run_1/power_grid.png
Scale bar: 20 um. Pins as bars on the die edge.
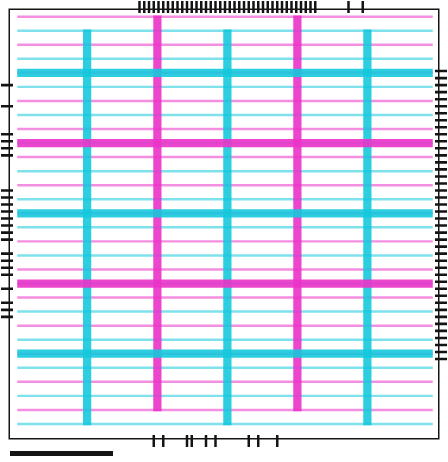
run_1/placement_by_type.png
Scale bar: 20 um.
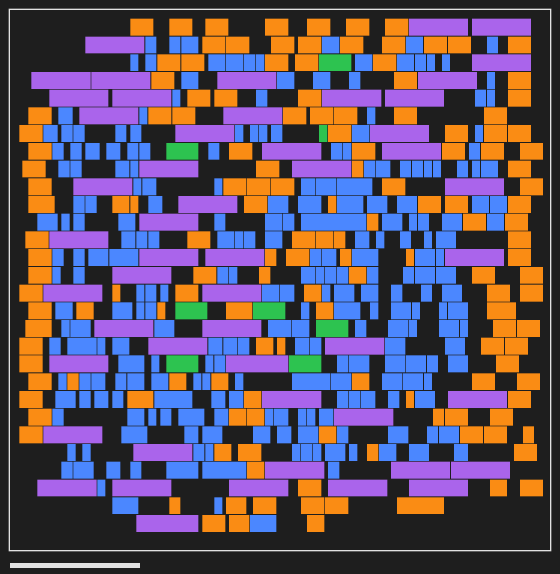
run_1/clk_routes.png
Scale bar: 20 um.
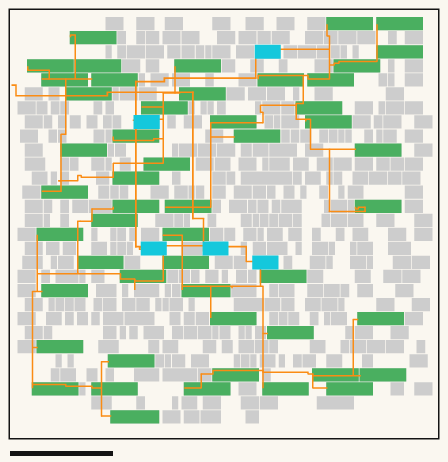
run_1/wires.png
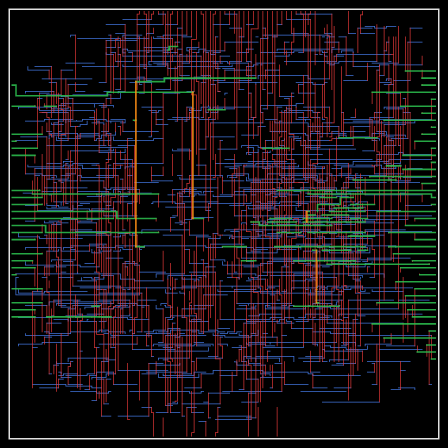
--- src/rtl/instr_encoder_loader.sv ---
// -----------------------------------------------------------------------------
// instr_encoder_loader
//
// Purpose:
//    Boot/test loader front end. Takes decoded instruction fields over a
//    valid/ready handshake and packs each bundle into an RV32I instruction
//    word. Each word is written into instruction memory at an incrementing
//    word address. A session starts with a start pulse. It ends on an END
//    bundle, when memory is full, or when an illegal class arrives.
//
// Ports:
//    clk        in   1         clock, rising edge
//    rstN       in   1         asynchronous active-low reset
//    start      in   1         pulse: begin a new load session at address 0
//    in_valid   in   1         field bundle valid
//    in_ready   out  1         encoder can accept a bundle (RUN only)
//    in_class   in   4         instruction class (15 = END, 9..14 illegal)
//    in_rd      in   5         destination register
//    in_rs1     in   5         source register 1
//    in_rs2     in   5         source register 2
//    in_funct3  in   3         funct3 field
//    in_f7b5    in   1         instruction bit 30
//    in_imm     in   32        immediate in value form
//    mem_we     out  1         imem write strobe (one cycle per word)
//    mem_addr   out  ADDR_W    imem word address
//    mem_wdata  out  32        encoded instruction
//    busy       out  1         session active (RUN or WRITE)
//    done       out  1         session ended cleanly
//    error      out  1         session aborted on an illegal class
//    count      out  ADDR_W+1  words written this session
// -----------------------------------------------------------------------------
module instr_encoder_loader #(
   parameter int ADDR_W = 8,
   parameter int DEPTH  = 256
) (
   input  logic              clk,
   input  logic              rstN,
   input  logic              start,
   input  logic              in_valid,
   output logic              in_ready,
   input  logic [3:0]        in_class,
   input  logic [4:0]        in_rd,
   input  logic [4:0]        in_rs1,
   input  logic [4:0]        in_rs2,
   input  logic [2:0]        in_funct3,
   input  logic              in_f7b5,
   input  logic [31:0]       in_imm,
   output logic              mem_we,
   output logic [ADDR_W-1:0] mem_addr,
   output logic [31:0]       mem_wdata,
   output logic              busy,
   output logic              done,
   output logic              error,
   output logic [ADDR_W:0]   count
);

   localparam logic [3:0] CLS_LTYPE = 4'd0;
   localparam logic [3:0] CLS_ITYPE = 4'd1;
   localparam logic [3:0] CLS_AUIPC = 4'd2;
   localparam logic [3:0] CLS_STYPE = 4'd3;
   localparam logic [3:0] CLS_RTYPE = 4'd4;
   localparam logic [3:0] CLS_LUI   = 4'd5;
   localparam logic [3:0] CLS_BTYPE = 4'd6;
   localparam logic [3:0] CLS_JALR  = 4'd7;
   localparam logic [3:0] CLS_JTYPE = 4'd8;
   localparam logic [3:0] CLS_END   = 4'd15;

   localparam logic [6:0] OP_LOAD   = 7'b0000011;
   localparam logic [6:0] OP_IMM    = 7'b0010011;
   localparam logic [6:0] OP_AUIPC  = 7'b0010111;
   localparam logic [6:0] OP_STORE  = 7'b0100011;
   localparam logic [6:0] OP_REG    = 7'b0110011;
   localparam logic [6:0] OP_LUI    = 7'b0110111;
   localparam logic [6:0] OP_BRANCH = 7'b1100011;
   localparam logic [6:0] OP_JALR   = 7'b1100111;
   localparam logic [6:0] OP_JAL    = 7'b1101111;

   localparam logic [ADDR_W-1:0] LAST_ADDR = ADDR_W'(DEPTH - 1);

   typedef enum logic [2:0] {
      IDLE,
      RUN,
      WRITE,
      DONE,
      ERR
   } stateT;

   stateT             r_state;
   stateT             w_nextState;
   logic [ADDR_W-1:0] r_addr;
   logic [ADDR_W:0]   r_count;
   logic [31:0]       r_wdata;
   logic [31:0]       w_encoded;
   logic              w_accept;
   logic              w_legal;
   logic              w_isShiftImm;

   // A bundle transfers only while RUN presents in_ready. Classes 0..8 are
   // the only ones that produce a memory word; END and illegal classes
   // change state without writing anything.
   assign w_accept     = (r_state == RUN) && in_valid;
   assign w_legal      = (in_class <= CLS_JTYPE);
   assign w_isShiftImm = (in_funct3 == 3'b001) || (in_funct3 == 3'b101);

   // Field packer. Immediates arrive in value form, so B and J types drop
   // imm[0] and scatter the remaining bits into their RISC-V positions.
   // Shift-immediates carry only a 5-bit shamt, with f7b5 selecting
   // arithmetic versus logical shifts.
   always_comb begin
      w_encoded = 32'h0000_0000;
      case (in_class)
         CLS_LTYPE: w_encoded = {in_imm[11:0], in_rs1, in_funct3, in_rd, OP_LOAD};
         CLS_ITYPE: begin
            if (w_isShiftImm) begin
               w_encoded = {1'b0, in_f7b5, 5'b00000, in_imm[4:0], in_rs1, in_funct3, in_rd, OP_IMM};
            end else begin
               w_encoded = {in_imm[11:0], in_rs1, in_funct3, in_rd, OP_IMM};
            end
         end
         CLS_JALR:  w_encoded = {in_imm[11:0], in_rs1, 3'b000, in_rd, OP_JALR};
         CLS_STYPE: w_encoded = {in_imm[11:5], in_rs2, in_rs1, in_funct3, in_imm[4:0], OP_STORE};
         CLS_RTYPE: w_encoded = {1'b0, in_f7b5, 5'b00000, in_rs2, in_rs1, in_funct3, in_rd, OP_REG};
         CLS_LUI:   w_encoded = {in_imm[31:12], in_rd, OP_LUI};
         CLS_AUIPC: w_encoded = {in_imm[31:12], in_rd, OP_AUIPC};
         CLS_BTYPE: w_encoded = {in_imm[12], in_imm[10:5], in_rs2, in_rs1, in_funct3,
                                 in_imm[4:1], in_imm[11], OP_BRANCH};
         CLS_JTYPE: w_encoded = {in_imm[20], in_imm[10:1], in_imm[11], in_imm[19:12], in_rd, OP_JAL};
         default:   w_encoded = 32'h0000_0000;
      endcase
   end

   // State register. Because the reset is asynchronous, an abort in the
   // middle of WRITE drops mem_we immediately.
   always_ff @(posedge clk or negedge rstN) begin
      if (!rstN) begin
         r_state <= IDLE;
      end else begin
         r_state <= w_nextState;
      end
   end

   // Next-state logic. start is honoured only from the idle-like states
   // (IDLE, DONE, ERR), so a running session cannot be restarted midway.
   always_comb begin
      w_nextState = r_state;
      case (r_state)
         IDLE: begin
            if (start) w_nextState = RUN;
         end
         RUN: begin
            if (w_accept) begin
               if (in_class == CLS_END) begin
                  w_nextState = DONE;
               end else if (w_legal) begin
                  w_nextState = WRITE;
               end else begin
                  w_nextState = ERR;
               end
            end
         end
         WRITE: begin
            if (r_addr == LAST_ADDR) begin
               w_nextState = DONE;
            end else begin
               w_nextState = RUN;
            end
         end
         DONE, ERR: begin
            if (start) w_nextState = RUN;
         end
         default: w_nextState = IDLE;
      endcase
   end

   // Datapath. The encoded word is latched on acceptance and held through
   // WRITE. The address advances as WRITE retires. On the last memory slot
   // the address is held so mem_addr still shows the final word written.
   always_ff @(posedge clk or negedge rstN) begin
      if (!rstN) begin
         r_addr  <= '0;
         r_count <= '0;
         r_wdata <= 32'h0000_0000;
      end else begin
         case (r_state)
            IDLE, DONE, ERR: begin
               if (start) begin
                  r_addr  <= '0;
                  r_count <= '0;
               end
            end
            RUN: begin
               if (w_accept && w_legal) r_wdata <= w_encoded;
            end
            WRITE: begin
               r_count <= r_count + (ADDR_W + 1)'(1);
               if (r_addr != LAST_ADDR) r_addr <= r_addr + ADDR_W'(1);
            end
            default: begin
               r_addr <= r_addr;
            end
         endcase
      end
   end

   // Status outputs decode straight from the state, so they follow an
   // asynchronous reset without waiting for a clock.
   assign in_ready  = (r_state == RUN);
   assign mem_we    = (r_state == WRITE);
   assign busy      = (r_state == RUN) || (r_state == WRITE);
   assign done      = (r_state == DONE);
   assign error     = (r_state == ERR);
   assign mem_addr  = r_addr;
   assign mem_wdata = r_wdata;
   assign count     = r_count;

endmodule

--- config.mk ---
export PLATFORM = sky130hd
export DESIGN_NAME = instr_encoder_loader
export DESIGN_NICKNAME = d
export VERILOG_FILES = /design/src/rtl/instr_encoder_loader.sv
export SDC_FILE = /design/constraint.sdc
export NUM_CORES = 1
export LEC_CHECK = 0
export ABC_CLOCK_PERIOD_IN_PS = 2120
export CORE_UTILIZATION = 44
export DETAILED_ROUTE_END_ITERATION = 12
export GPL_ROUTABILITY_DRIVEN = 0
export GPL_TIMING_DRIVEN = 0
export HOLD_SLACK_MARGIN = 0.12
export PLACE_DENSITY = 0.79
export SLEW_MARGIN = 10
export SYNTH_ARGS = -nofsm -noshare
export SYNTH_HDL_FRONTEND = slang
export SYNTH_SLANG_ARGS = --single-unit
--- constraint.sdc ---
create_clock -name clk -period 2.12 [get_ports clk]
set_input_delay 0.53 -clock clk [delete_from_list [all_inputs] [get_ports clk]]
set_output_delay 0.53 -clock clk [all_outputs]
set_load 0.01 [all_outputs]
==> summary.txt, run 1 <==
Main metrics from the flow reports.

The worst path setup slack after routing came out at 0.0546 ns. The max-cap violation count is 0. The global-route met2 utilization came out at 46.3%. The met2 wirelength from detailed routing came out at 4690 um. The number of buffers on the longest clock path came out at 2. Per the post-synthesis report, the nets total 384.

The largest share of the power goes to combinational logic. For this run, the script counts the antenna cells in the layout as 0. The register with the most flip-flops in the layout has 31 of them. The number of placed I/O pins is 113. The tally of yosys warning messages came out at 0. Multi-input logic gates represent a cell area share of 35.1%. For reference, the critical path cell chain is clkdlybuf4s50_1, or3_1, a21oi_4, buf_2, o221ai_1, o22a_1. In this run, placement finished with an instance count of 512. The post-layout period usage of the worst path came out at 97.4%. STA classifies the critical path endpoint as a flop.

The number of resized instances in the post-cts repair step is 30. Of all cell types, the one taking the most synthesized area is dfrtp_1. The TritonCTS clock tree is done. The remaining global-route overflow is 0. The global router reports that the layer with the highest usage is met2.

The final setup skew is 0.0113 ns. In the synthesis report, Yosys lists the chip area as 2880 sq um. The die span in y came out at 82.9 um. The shortest period the worst path allows came out at 2.07 ns. The average wire length per cell after detail routing is 17.4 um. The number of non-clock inverters in the layout came out at 6.

The final layout report lists a filler cell count of 515. The count of flip-flops with a built-in enable after synthesis came out at 0. For this run, the slowest stage of the critical path takes 0.46 ns. The gate family responsible for the most delay along the worst path is buffers and inverters.

The headroom to the max-slew limit came out at 68.9%. In the global route stage, met3 resource usage came out at 5.67%. The signal arrival time at the worst endpoint came out at 2.26 ns. The mux cell area share after synthesis came out at 0.782%. The number of global-route vias before repair came to 3063.

Once iteration 0 of detailed routing completed, the report listed 240 DRC markers. The largest fanout on the critical path is 10. The fraction of area in registers is 29.1%. The run finished with clean final reports. The critical path is of the input port to flop type.

In the layout the commonest cells are 104 x clkdlybuf4s50_1, 49 x dfrtp_1, 35 x nor2_1. Detailed placement reports a standard cell area of 4100 sq um. After routing the design area is 4400 sq um. The die is 82.9 um wide. The commonest register cell is dfrtp_1. The top achievable clock speed is 484 MHz. The skew report gives the latency at the later pin of the worst-skew pair as 0.31 ns. The remaining number of nets flagged by the antenna check after routing came out at 0. The worst slack on hold paths came out at 0.143 ns.

The share of power burned in combinational logic is 49.9%. The most used logic cell in the final layout is clkdlybuf4s50_1. In this run the top signal layer used is met4. The HPWL after detailed placement is 6470 um. The actual transition at the worst max-transition pin is 0.467 ns. Among all cell classes, the greatest summed area belongs to multi-input combinational cells.

The total internal power came out at 2.78 mW. The detailed-route via count is 3171. The total buffers and inverters traversed by the critical path is 2. The die covers 6870 sq um.

The net count of the finished layout is 515. The mean instance size in the synthesized netlist came out at 8.91 sq um. The share of layout cells above drive strength 1 came out at 14.1%.

The multi-input combinational cells in the finished layout cover a total of 1540 sq um. The power of the sequential group is 1.52 mW. The number of flip-flops and latches came out at 51.

Yosys reports that the most numerous cell types are 51 x dfrtp_1, 35 x nor2_1, 31 x a21oi_1. The power dissipated by switching net loads came out at 1.50 mW. CTS placed an instance of clkbuf_8 at the clock tree root. The TritonCTS buffer count came out at 5. In this run, post-CTS hold repair placed 0 buffers. The share of synthesized cell area in and, or, nand and nor gates came out at 18.7%. The final design utilization came out at 69.3%. The clock group total power is 0.621 mW. The switching share of total power came out at 35.0%. The main area contributors are dfrtp_1 44%, a21oi_1 5.4%, o21ai_0 5.0%, a22oi_1 5.0%, nor2_1 4.6%. The critical-path cell with the highest stage delay is or3_1. The timing startpoint of the critical path is in_class[0]. The number of instances in the synthesized netlist came out at 323.

The distinct cell type count after synthesis came out at 55. The sum of negative setup slack came out at 0 ns. The share of the core area taken by cells at floorplan is 45.3%.
Back to the opening pictures, power_grid.png:
| color | net |
|---|---|
| cyan | VSS |
| magenta | VDD |
met4 straps: 5
rows: 29

Back to the opening pictures, placement_by_type.png:
| color | class | cells | share of their area |
|---|---|---|---|
| blue | combinational and other logic | 248 | 37% |
| orange | other buffers and delay cells | 148 | 31% |
| purple | flops | 51 | 30% |
| green | clock drivers and dummy loads | 8 | 2.3% |

Back to the opening pictures, clk_routes.png:
[green] flip-flops | count: 51
[orange] clock wires | length: 662 um
[cyan] clock drivers | count: 5
flops lie: all over the die

Back to the opening pictures, wires.png:
| color | layer | wire length |
|---|---|---|
| blue | metal 1 | 3760 um |
| orange | metal 4 | 68.7 um |
| red | metal 2 | 4690 um |
| green | metal 3 | 740 um |

==> run 1 -> run 2 <==
- ABC_CLOCK_PERIOD_IN_PS: 2120 -> 1700
- CORE_UTILIZATION: 44 -> 40
- PLACE_DENSITY: 0.79 -> 0.75
- clock period: 2.12 -> 1.7 ns (I/O delays scaled with it)
run_2/power_grid.png
Scale bar: 20 um. Pins as bars on the die edge.
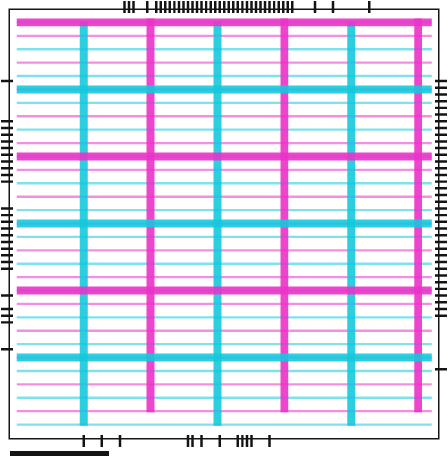
| color | net |
|---|---|
| cyan | VSS |
| magenta | VDD |
signal pins: 113
met1 rails: 31
met4 straps: 6

run_2/placement_by_type.png
Scale bar: 20 um.
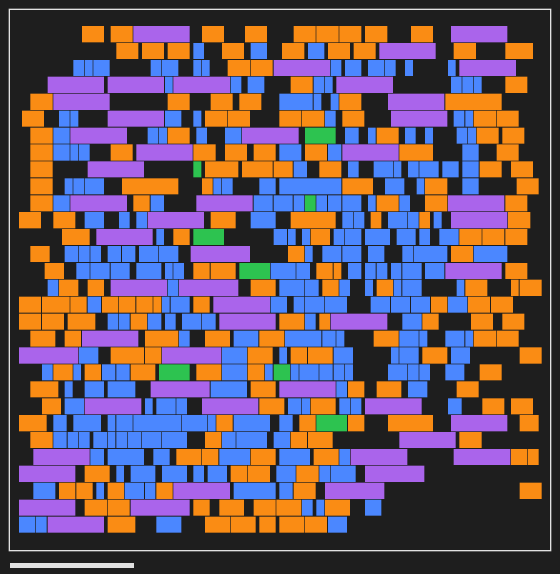
| color | class | cells | share of their area |
|---|---|---|---|
| blue | combinational and other logic | 248 | 35% |
| green | clock drivers and dummy loads | 8 | 1.7% |
| orange | other buffers and delay cells | 188 | 38% |
| purple | flops | 51 | 26% |

==> summary.txt, run 2 <==
Main metrics from the flow reports.

The critical-path cell with the highest stage delay is dfrtp_2 (was or3_1). The horizontal die dimension is 86.8 um (was 82.9 um). The mux cell area share after synthesis came to 0.782% (unchanged).

The count of hold buffers inserted by post-cts repair came out at 1 (was 0). The clock network latency to the later pin of the worst-skew pair came to 0.32 ns (was 0.31 ns). The timing startpoint of the critical path is r_state[0]$_DFFE_PN0P_ (was in_class[0]). The largest fanout on the critical path was 3 (was 10). The DRC marker count from the first detailed-route iteration came to 301 (was 240). The final cell area excluding filler cells is 5080 sq um (was 4400 sq um). Crit-path cells: buf_6, buf_6, nor3b_4, buf_6, or2_4, buf_6 (was clkdlybuf4s50_1, or3_1, a21oi_4, buf_2, o221ai_1, o22a_1). The final setup violation count came out at 39 (was 0). The distinct cell type count after synthesis came out at 55 (unchanged). The actual transition at the worst max-transition pin is 0.486 ns (was 0.467 ns). The worst slack on hold paths is 0.510 ns (was 0.143 ns).

The remaining global-route overflow came out at 0 (unchanged). The power of the sequential group came out at 1.89 mW (was 1.52 mW). The share of layout cells above drive strength 1 is 29.3% (was 14.1%). The worst path setup slack after routing came out at -0.299 ns (was 0.0546 ns). The number of buffers on the longest clock path is 2 (unchanged). Run status: finished with violations (was finished, final reports clean). The gate family responsible for the most delay along the worst path is buffers and inverters (unchanged).

The final design utilization came out at 74.0% (was 69.3%). The clock root buffer was clkbuf_8 (unchanged). The number of flip-flops and latches is 51 (unchanged).

The cell type contributing the most total cell area after synthesis is dfrtp_1 (unchanged). The total buffers and inverters traversed by the critical path is 4 (was 2). The final-stage net count came out at 555 (was 515). The fraction of met3 tracks used by global routing is 4.57% (was 5.67%). The number of antenna diodes came to 0 (unchanged). The global-route met2 utilization is 42.2% (was 46.3%). The TritonCTS buffer count came out at 5 (unchanged). The die span in y came out at 86.8 um (was 82.9 um). The endpoint kind of the worst setup timing path is an output port (was flop). The met2 wirelength from detailed routing came to 5210 um (was 4690 um). The HPWL after detailed placement is 6320 um (was 6470 um). The count of placed standard cells including taps is 531 (was 512).

The number of resized instances in the post-cts repair step came to 110 (was 30). The cell class ranked first by area is non-clock buffers (was multi-input combinational cells). The average wire length per cell after detail routing is 18.2 um (was 17.4 um). The checks that failed: setup timing. The switching share of total power is 35.5% (was 35.0%).

The maximum single-stage delay on the critical path is 0.44 ns (was 0.46 ns). The critical path class is flop to output port (was input port to flop). The clock group total power came out at 0.724 mW (was 0.621 mW). The predominant post-synthesis flop cell is dfrtp_1 (unchanged). The TritonCTS clock tree is done (unchanged). The synthesized net count came to 384 (unchanged).

The highest-power group is combinational logic (unchanged).
==> run 2 -> run 3 <==
- SETUP_SLACK_MARGIN: default -> 0.1
- SKIP_LAST_GASP: default -> 1
run_3/power_grid.png
Scale bar: 20 um. Pins as bars on the die edge.
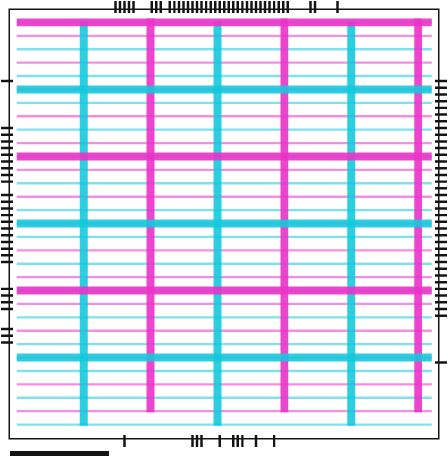
| color | net |
|---|---|
| cyan | VSS |
| magenta | VDD |
rows: 30
met5 straps: 6
signal pins: 113

run_3/clk_routes.png
Scale bar: 20 um.
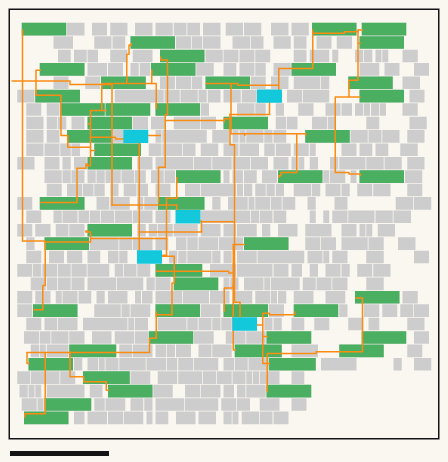
clock skew after layout: 0.0200 ns
power in the clock group: 0.741 mW
clock network power share: 11.8%
source-to-sink clock delay at the later pin of the worst-skew pair: 0.33 ns

==> summary.txt, run 3 <==
Main metrics from the flow reports.

The number of non-clock inverters in the layout came to 6 (unchanged). The switching share of total power came out at 38.8% (was 35.5%). The count of placed standard cells including taps is 531 (unchanged). The share of synthesized cell area in and, or, nand and nor gates was 18.7% (unchanged). Run status: finished with violations (unchanged).

The timing startpoint of the critical path is r_state[1]$_DFFE_PN0P_ (was r_state[0]$_DFFE_PN0P_). The proportion of cell area occupied by multi-input gates is 35.3% (was 33.4%). The maximum single-stage delay on the critical path came out at 0.38 ns (was 0.44 ns).

The number of buffers on the longest clock path is 2 (unchanged). The critical path class was flop to output port (unchanged). The total internal power came out at 3.85 mW (was 3.99 mW).

The shortest period the worst path allows came out at 2.08 ns (was 2.00 ns). The fraction of area in registers is 24.2% (was 25.3%). The number of flip-flops and latches came out at 51 (unchanged). The remaining global-route overflow is 0 (unchanged).

The number of filler instances in the final layout is 436 (was 468). Violated checks: setup timing (unchanged). The final cell area excluding filler cells is 5320 sq um (was 5080 sq um). The share of layout cells above drive strength 1 was 36.6% (was 29.3%). The TritonCTS buffer count came out at 5 (unchanged). The number of global-route vias before repair came out at 3360 (was 3148). The cell class ranked first by area is non-clock buffers (unchanged). The share of power burned in combinational logic is 57.5% (was 57.8%).

The power dissipated by switching net loads is 2.44 mW (was 2.20 mW). The max-cap violation count was 0 (unchanged). The worst slack on hold paths came out at 0.491 ns (was 0.510 ns).

The power of the sequential group came to 1.94 mW (was 1.89 mW). The tally of yosys warning messages is 0 (unchanged). The worst path setup slack after routing is -0.381 ns (was -0.299 ns). The synthesized net count is 384 (unchanged).

The headroom to the max-slew limit came to 70.2% (was 67.6%). The mean instance size in the synthesized netlist came to 8.91 sq um (unchanged). The final setup violation count is 54 (was 39). The largest fanout on the critical path is 4 (was 3). The number of instances in the synthesized netlist came out at 323 (unchanged). The number of resized instances in the post-cts repair step is 157 (was 110). The total buffers and inverters traversed by the critical path is 5 (was 4).

Synth top cells by count: 51 x dfrtp_1, 35 x nor2_1, 31 x a21oi_1 (unchanged). The met2 wirelength from detailed routing came out at 6120 um (was 5210 um). The mux cell area share after synthesis came out at 0.782% (unchanged).

Crit-path cells: buf_6, or3b_1, buf_6, inv_4, buf_8, or2_4, buf_6 (was buf_6, buf_6, nor3b_4, buf_6, or2_4, buf_6). The most used logic cell in the final layout was clkdlybuf4s50_1 (unchanged). The die area is 7540 sq um (unchanged).

==> notes/layouts.md <==
Pictures saved along the way, in no particular order.

Routing congestion map.
picture 1
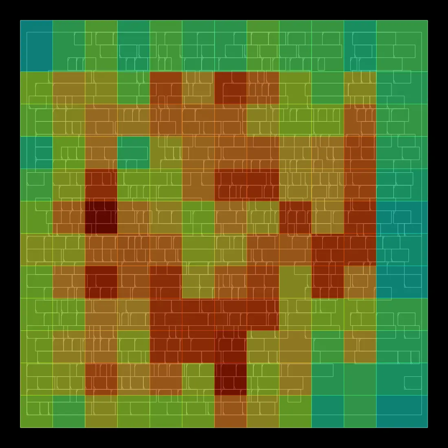
picture 2
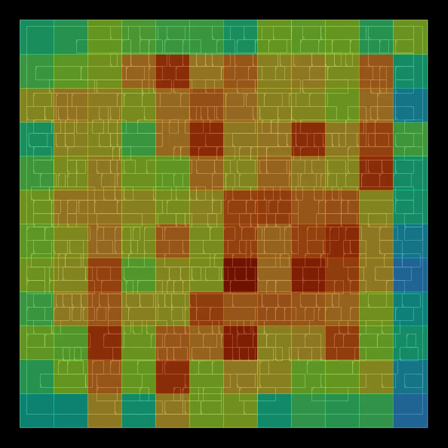
picture 3
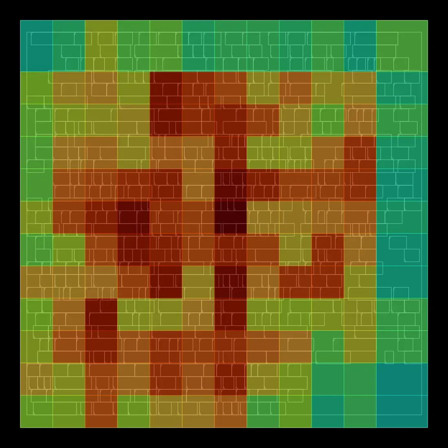
| from | picture |
|---|---|
| run 1 | picture 2 |
| run 2 | picture 1 |
| run 3 | picture 3 |

Power and IR drop assume default switching activity.
